## config.mk

```make
export PLATFORM = sky130hd
export DESIGN_NAME = stepper_move_sequencer
export DESIGN_NICKNAME = d
export VERILOG_FILES = /design/src/rtl/stepper_move_sequencer.sv
export SDC_FILE = /design/constraint.sdc
export NUM_CORES = 1
export LEC_CHECK = 0
export CAP_MARGIN = 20
export CELL_PAD_IN_SITES_DETAIL_PLACEMENT = 1
export CELL_PAD_IN_SITES_GLOBAL_PLACEMENT = 2
export CORE_UTILIZATION = 39
export DETAILED_ROUTE_END_ITERATION = 12
export HOLD_SLACK_MARGIN = 0.15
export PLACE_DENSITY = 0.93
export SETUP_SLACK_MARGIN = 0.1
export SLEW_MARGIN = 25
export SYNTH_ARGS = -nofsm -noshare
export SYNTH_HDL_FRONTEND = slang
export SYNTH_SLANG_ARGS = --single-unit
```

## constraint.sdc

```tcl
create_clock -name clk -period 10.4 [get_ports clk]
set_input_delay 1.04 -clock clk [delete_from_list [all_inputs] [get_ports clk]]
set_output_delay 1.04 -clock clk [all_outputs]
set_load 0.005 [all_outputs]
```

## src/rtl/stepper_move_sequencer.sv

```systemverilog
// stepper_move_sequencer
// Runs one coordinated two-axis move toward absolute joint targets. Bresenham
// interpolation makes both axes start and finish together. The block also
// tracks the joint positions in steps.
//
// Ports:
//   clk, reset                 clock and synchronous active-high reset
//   move_valid / move_ready    target handshake, accepted in IDLE only
//   th1_target, th2_target     absolute joint targets (unsigned steps)
//   abort                      end the current move early (still pulses done)
//   pos_clear                  zero both positions, honoured in IDLE only
//   th1_step, th2_step         step pulses, HIGH cycles wide, one per DIV cycles
//   th1_dir, th2_dir           1 = increasing position
//   th1_pos, th2_pos           current position in steps
//   busy, done                 move in progress / one-cycle end-of-move pulse
module stepper_move_sequencer #(
    parameter int unsigned STEP_W    = 14,
    parameter int unsigned DIV       = 1000,
    parameter int unsigned HIGH      = 100,
    parameter int unsigned DIR_SETUP = 4
) (
    input  logic              clk,
    input  logic              reset,
    input  logic              move_valid,
    output logic              move_ready,
    input  logic [STEP_W-1:0] th1_target,
    input  logic [STEP_W-1:0] th2_target,
    input  logic              abort,
    input  logic              pos_clear,
    output logic              th1_step,
    output logic              th2_step,
    output logic              th1_dir,
    output logic              th2_dir,
    output logic [STEP_W-1:0] th1_pos,
    output logic [STEP_W-1:0] th2_pos,
    output logic              busy,
    output logic              done
);

    localparam int unsigned CNT_MAX = (DIV > DIR_SETUP) ? DIV : DIR_SETUP;
    localparam int unsigned CNT_W   = $clog2(CNT_MAX + 1);
    localparam logic [CNT_W-1:0] SETUP_LAST = CNT_W'(DIR_SETUP - 1);
    localparam logic [CNT_W-1:0] HI_LAST    = CNT_W'(HIGH - 1);
    localparam logic [CNT_W-1:0] LO_LAST    = CNT_W'(DIV - HIGH - 1);

    typedef enum logic [2:0] {StIdle, StSetup, StStepHi, StStepLo, StDone} state_e;

    state_e              state_q, state_d;
    logic [CNT_W-1:0]    cnt_q, cnt_d;
    logic [STEP_W:0]     tick_q, tick_d;
    logic [STEP_W:0]     major_q, major_d;
    logic [STEP_W:0]     minor_q, minor_d;
    logic [STEP_W+1:0]   err_q, err_d;
    logic                th1_major_q, th1_major_d;
    logic                dir1_q, dir1_d, dir2_q, dir2_d;
    logic                step1_q, step1_d, step2_q, step2_d;
    logic [STEP_W-1:0]   pos1_q, pos1_d, pos2_q, pos2_d;
    logic                busy_q, busy_d, done_q, done_d, ready_q, ready_d;
    logic                start_tick, finish;

    // Accept-time deltas; a same-cycle pos_clear makes the move start from zero.
    logic [STEP_W-1:0]   base1, base2;
    logic signed [STEP_W:0] d1, d2;
    logic [STEP_W:0]     a1, a2;

    assign base1 = pos_clear ? '0 : pos1_q;
    assign base2 = pos_clear ? '0 : pos2_q;
    assign d1    = $signed({1'b0, th1_target}) - $signed({1'b0, base1});
    assign d2    = $signed({1'b0, th2_target}) - $signed({1'b0, base2});
    assign a1    = d1[STEP_W] ? $unsigned(-d1) : $unsigned(d1);
    assign a2    = d2[STEP_W] ? $unsigned(-d2) : $unsigned(d2);

    logic [STEP_W+1:0]   err_sum;
    logic                minor_hit;

    assign err_sum   = err_q + {1'b0, minor_q};
    assign minor_hit = (err_sum >= {1'b0, major_q});

    always_comb begin
        state_d     = state_q;
        cnt_d       = cnt_q;
        tick_d      = tick_q;
        major_d     = major_q;
        minor_d     = minor_q;
        err_d       = err_q;
        th1_major_d = th1_major_q;
        dir1_d      = dir1_q;
        dir2_d      = dir2_q;
        step1_d     = 1'b0;
        step2_d     = 1'b0;
        pos1_d      = pos1_q;
        pos2_d      = pos2_q;
        busy_d      = busy_q;
        done_d      = 1'b0;
        ready_d     = ready_q;
        start_tick  = 1'b0;
        finish      = 1'b0;

        unique case (state_q)
            StIdle: begin
                if (pos_clear) begin
                    pos1_d = '0;
                    pos2_d = '0;
                end
                if (move_valid && ready_q) begin
                    dir1_d      = !d1[STEP_W] && (d1 != '0);
                    dir2_d      = !d2[STEP_W] && (d2 != '0);
                    // Ties make th1 the major axis.
                    th1_major_d = (a1 >= a2);
                    major_d     = (a1 >= a2) ? a1 : a2;
                    minor_d     = (a1 >= a2) ? a2 : a1;
                    err_d       = {1'b0, major_d >> 1};
                    tick_d      = '0;
                    cnt_d       = '0;
                    state_d     = StSetup;
                    busy_d      = 1'b1;
                    ready_d     = 1'b0;
                end
            end
            StSetup: begin
                if (abort) begin
                    finish = 1'b1;
                end else if (cnt_q == SETUP_LAST) begin
                    if (major_q == '0) finish = 1'b1;
                    else               start_tick = 1'b1;
                end else begin
                    cnt_d = cnt_q + CNT_W'(1);
                end
            end
            StStepHi: begin
                if (abort) begin
                    finish = 1'b1;
                end else if (cnt_q == HI_LAST) begin
                    state_d = StStepLo;
                    cnt_d   = '0;
                end else begin
                    cnt_d   = cnt_q + CNT_W'(1);
                    step1_d = step1_q;
                    step2_d = step2_q;
                end
            end
            StStepLo: begin
                if (abort) begin
                    finish = 1'b1;
                end else if (cnt_q == LO_LAST) begin
                    if (tick_q == major_q) finish = 1'b1;
                    else                   start_tick = 1'b1;
                end else begin
                    cnt_d = cnt_q + CNT_W'(1);
                end
            end
            StDone: begin
                state_d = StIdle;
                busy_d  = 1'b0;
                ready_d = 1'b1;
            end
            default: state_d = StIdle;
        endcase

        // Tick: major axis always steps, minor axis when the error overflows.
        // Position moves on the same edge the step output rises.
        if (start_tick) begin
            state_d = StStepHi;
            cnt_d   = '0;
            tick_d  = tick_q + (STEP_W + 1)'(1);
            err_d   = minor_hit ? (err_sum - {1'b0, major_q}) : err_sum;
            step1_d = th1_major_q | minor_hit;
            step2_d = !th1_major_q | minor_hit;
            if (step1_d) pos1_d = dir1_q ? (pos1_q + STEP_W'(1)) : (pos1_q - STEP_W'(1));
            if (step2_d) pos2_d = dir2_q ? (pos2_q + STEP_W'(1)) : (pos2_q - STEP_W'(1));
        end

        if (finish) begin
            state_d = StDone;
            done_d  = 1'b1;
        end
    end

    always_ff @(posedge clk) begin
        if (reset) begin
            state_q     <= StIdle;
            cnt_q       <= '0;
            tick_q      <= '0;
            major_q     <= '0;
            minor_q     <= '0;
            err_q       <= '0;
            th1_major_q <= 1'b0;
            dir1_q      <= 1'b0;
            dir2_q      <= 1'b0;
            step1_q     <= 1'b0;
            step2_q     <= 1'b0;
            pos1_q      <= '0;
            pos2_q      <= '0;
            busy_q      <= 1'b0;
            done_q      <= 1'b0;
            ready_q     <= 1'b1;
        end else begin
            state_q     <= state_d;
            cnt_q       <= cnt_d;
            tick_q      <= tick_d;
            major_q     <= major_d;
            minor_q     <= minor_d;
            err_q       <= err_d;
            th1_major_q <= th1_major_d;
            dir1_q      <= dir1_d;
            dir2_q      <= dir2_d;
            step1_q     <= step1_d;
            step2_q     <= step2_d;
            pos1_q      <= pos1_d;
            pos2_q      <= pos2_d;
            busy_q      <= busy_d;
            done_q      <= done_d;
            ready_q     <= ready_d;
        end
    end

    assign move_ready = ready_q;
    assign th1_step   = step1_q;
    assign th2_step   = step2_q;
    assign th1_dir    = dir1_q;
    assign th2_dir    = dir2_q;
    assign th1_pos    = pos1_q;
    assign th2_pos    = pos2_q;
    assign busy       = busy_q;
    assign done       = done_q;

endmodule

```

placement_by_type.png
The bar under the picture is 50 microns long. Fill, decap, tap and diode cells in gray.
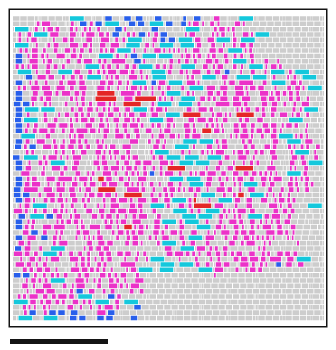
Red shows clock drivers and dummy loads, cells 16. Magenta shows combinational and other logic, cells 1107. Cyan shows flops, cells 110. Blue shows other buffers and delay cells, cells 73.

sizes.png
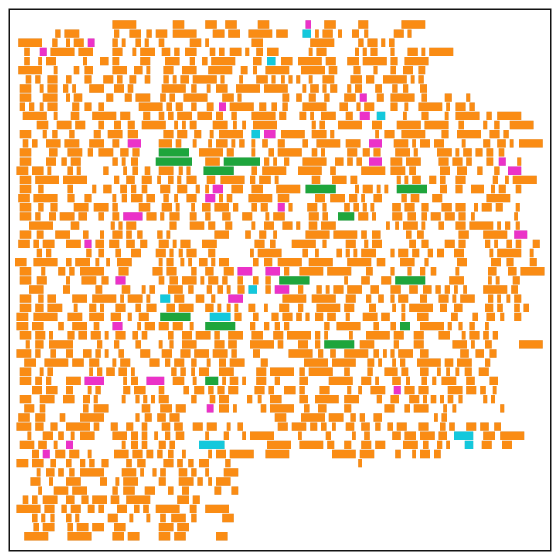
Orange shows _0 and _1 cells, cells 1252, share 96%, most used a21oi_1. Cyan shows _3 and _4 cells, cells 10, share 0.77%, most used buf_4. Green shows _6 and larger, cells 14, share 1.1%, most used clkbuf_16. Magenta shows _2 cells, cells 30, share 2.3%, most used or2_2.

clocks.png
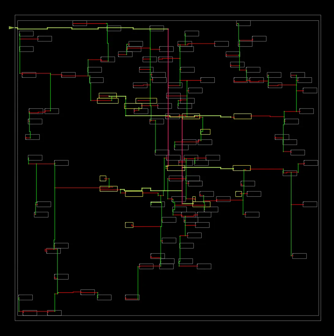
Late-Pin Clk Latency: 360 ps
Clock Skew: 13.3 ps

layer_met2.png
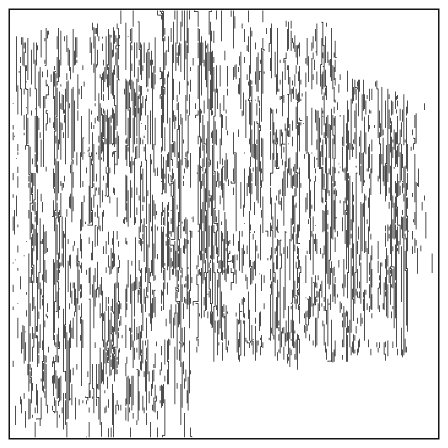
The wires run mostly vertical. The layer carries 14400 microns of wire.

logic_types.png
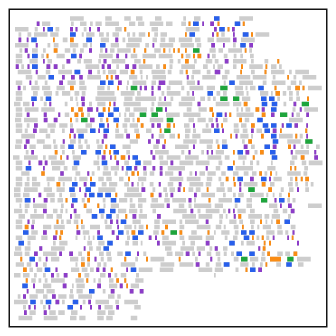
Orange shows NOR gates, cells 163, where widely spread. Purple shows NAND gates, cells 248, where widely spread. Blue shows XOR/XNOR gates, cells 110, where widely spread. Green shows multiplexers, cells 19.

==> impl_metrics.json <==
{
  "status": "finished clean",
  "avgSynthCellArea_sq_um": 7.78,
  "met3_usage_pct": 3.74,
  "viasPerCell": 5.81,
  "clock_power_uw": 400,
  "p_int_uw": 1050,
  "ys_sh_adder_pct": 14.3,
  "cp-end-kind": "flop",
  "tapCellCount": 324,
  "ys_warn_count": 0,
  "crit_start": "pos_clear",
  "r2r_cells": 25,
  "cts_tree": "done",
  "hold_start": "err_q[14]",
  "busiest_layer": "met2",
  "place.gp.congestion": 0.868,
  "required_ps": 10650,
  "yosysUniqueCellTypes": 81,
  "pg_comb_uw": 935,
  "post-route-cell-area_sq_mm": 0.0111,
  "critPathCapture": "err_q[4]",
  "netlist_top_cells_count": "a21oi_1, dfxtp_1, nand2_1",
  "finalSetupViolCount": 0,
  "tightest_slew_ps": 935,
  "yosys_most_used_dff": "dfxtp_1",
  "die_w_microns": 161,
  "drt_iter0_markers": 393,
  "largest-register": "err_q",
  "layout.cells.non_filler": 1630,
  "rows": 57,
  "critPathMaxFanout": 33,
  "floorplan.nets": 1405,
  "crit_arrival_ps": 7890,
  "drt_pre_antenna_iters": 4,
  "timing.final.crit_share_pct": 73.4,
  "clock.fmax_mhz": 131,
  "layout.non_clock_inverters": 50,
  "ys_seq_share_pct": 22.4,
  "worst_slack_ps": 2770,
  "use_met1_pct": 29.2,
  "synth_xor_xnor_area_share_pct": 9.81,
  "nets": 1443,
  "ys_ff": 110,
  "comb_share_pct": 65.4,
  "pg_seq_uw": 495,
  "grt_max_degree": 75,
  "p_total_uw": 1830,
  "p_per_area_mw_per_mm2": 165,
  "largest_area_cell": "dfxtp_1",
  "routed-via-count": 9467,
  "cts_hold_buf": 0,
  "hp-class": "flop to flop",
  "die_area_sq_mm": 0.0258,
  "seq_area_share_pct": 19.8,
  "power_frac_seq_pct": 27.0,
  "yosys.area.top_type_share_pct": 22.4,
  "clock-root-buffer": "clkbuf_16",
  "clkCellAreaFrac_pct": 2.99,
  "n_fill_cell": 3077,
  "cts_max_level": 3,
  "ys_sh_mux_pct": 2.00,
  "crit_path_start_kind": "input pin",
  "area_growth_pct": 12.9,
  "netlist_area_sq_mm": 0.00982,
  "clkbuf_count": 11,
  "cts_buffers": 9,
  "met3_length_microns": 858,
  "top_cells_by_area": "dfxtp_1, ha_1, xnor2_1, a21oi_1, nand2_1",
  "rsz0062_at_grt": "false",
  "routed_wl_mm": 29.7,
  "p_leak_uw": 0.00434,
  "path_class": "input pin to flop",
  "final_util_pct": 45.2,
  "r2r_start": "th1_pos[0]"
}
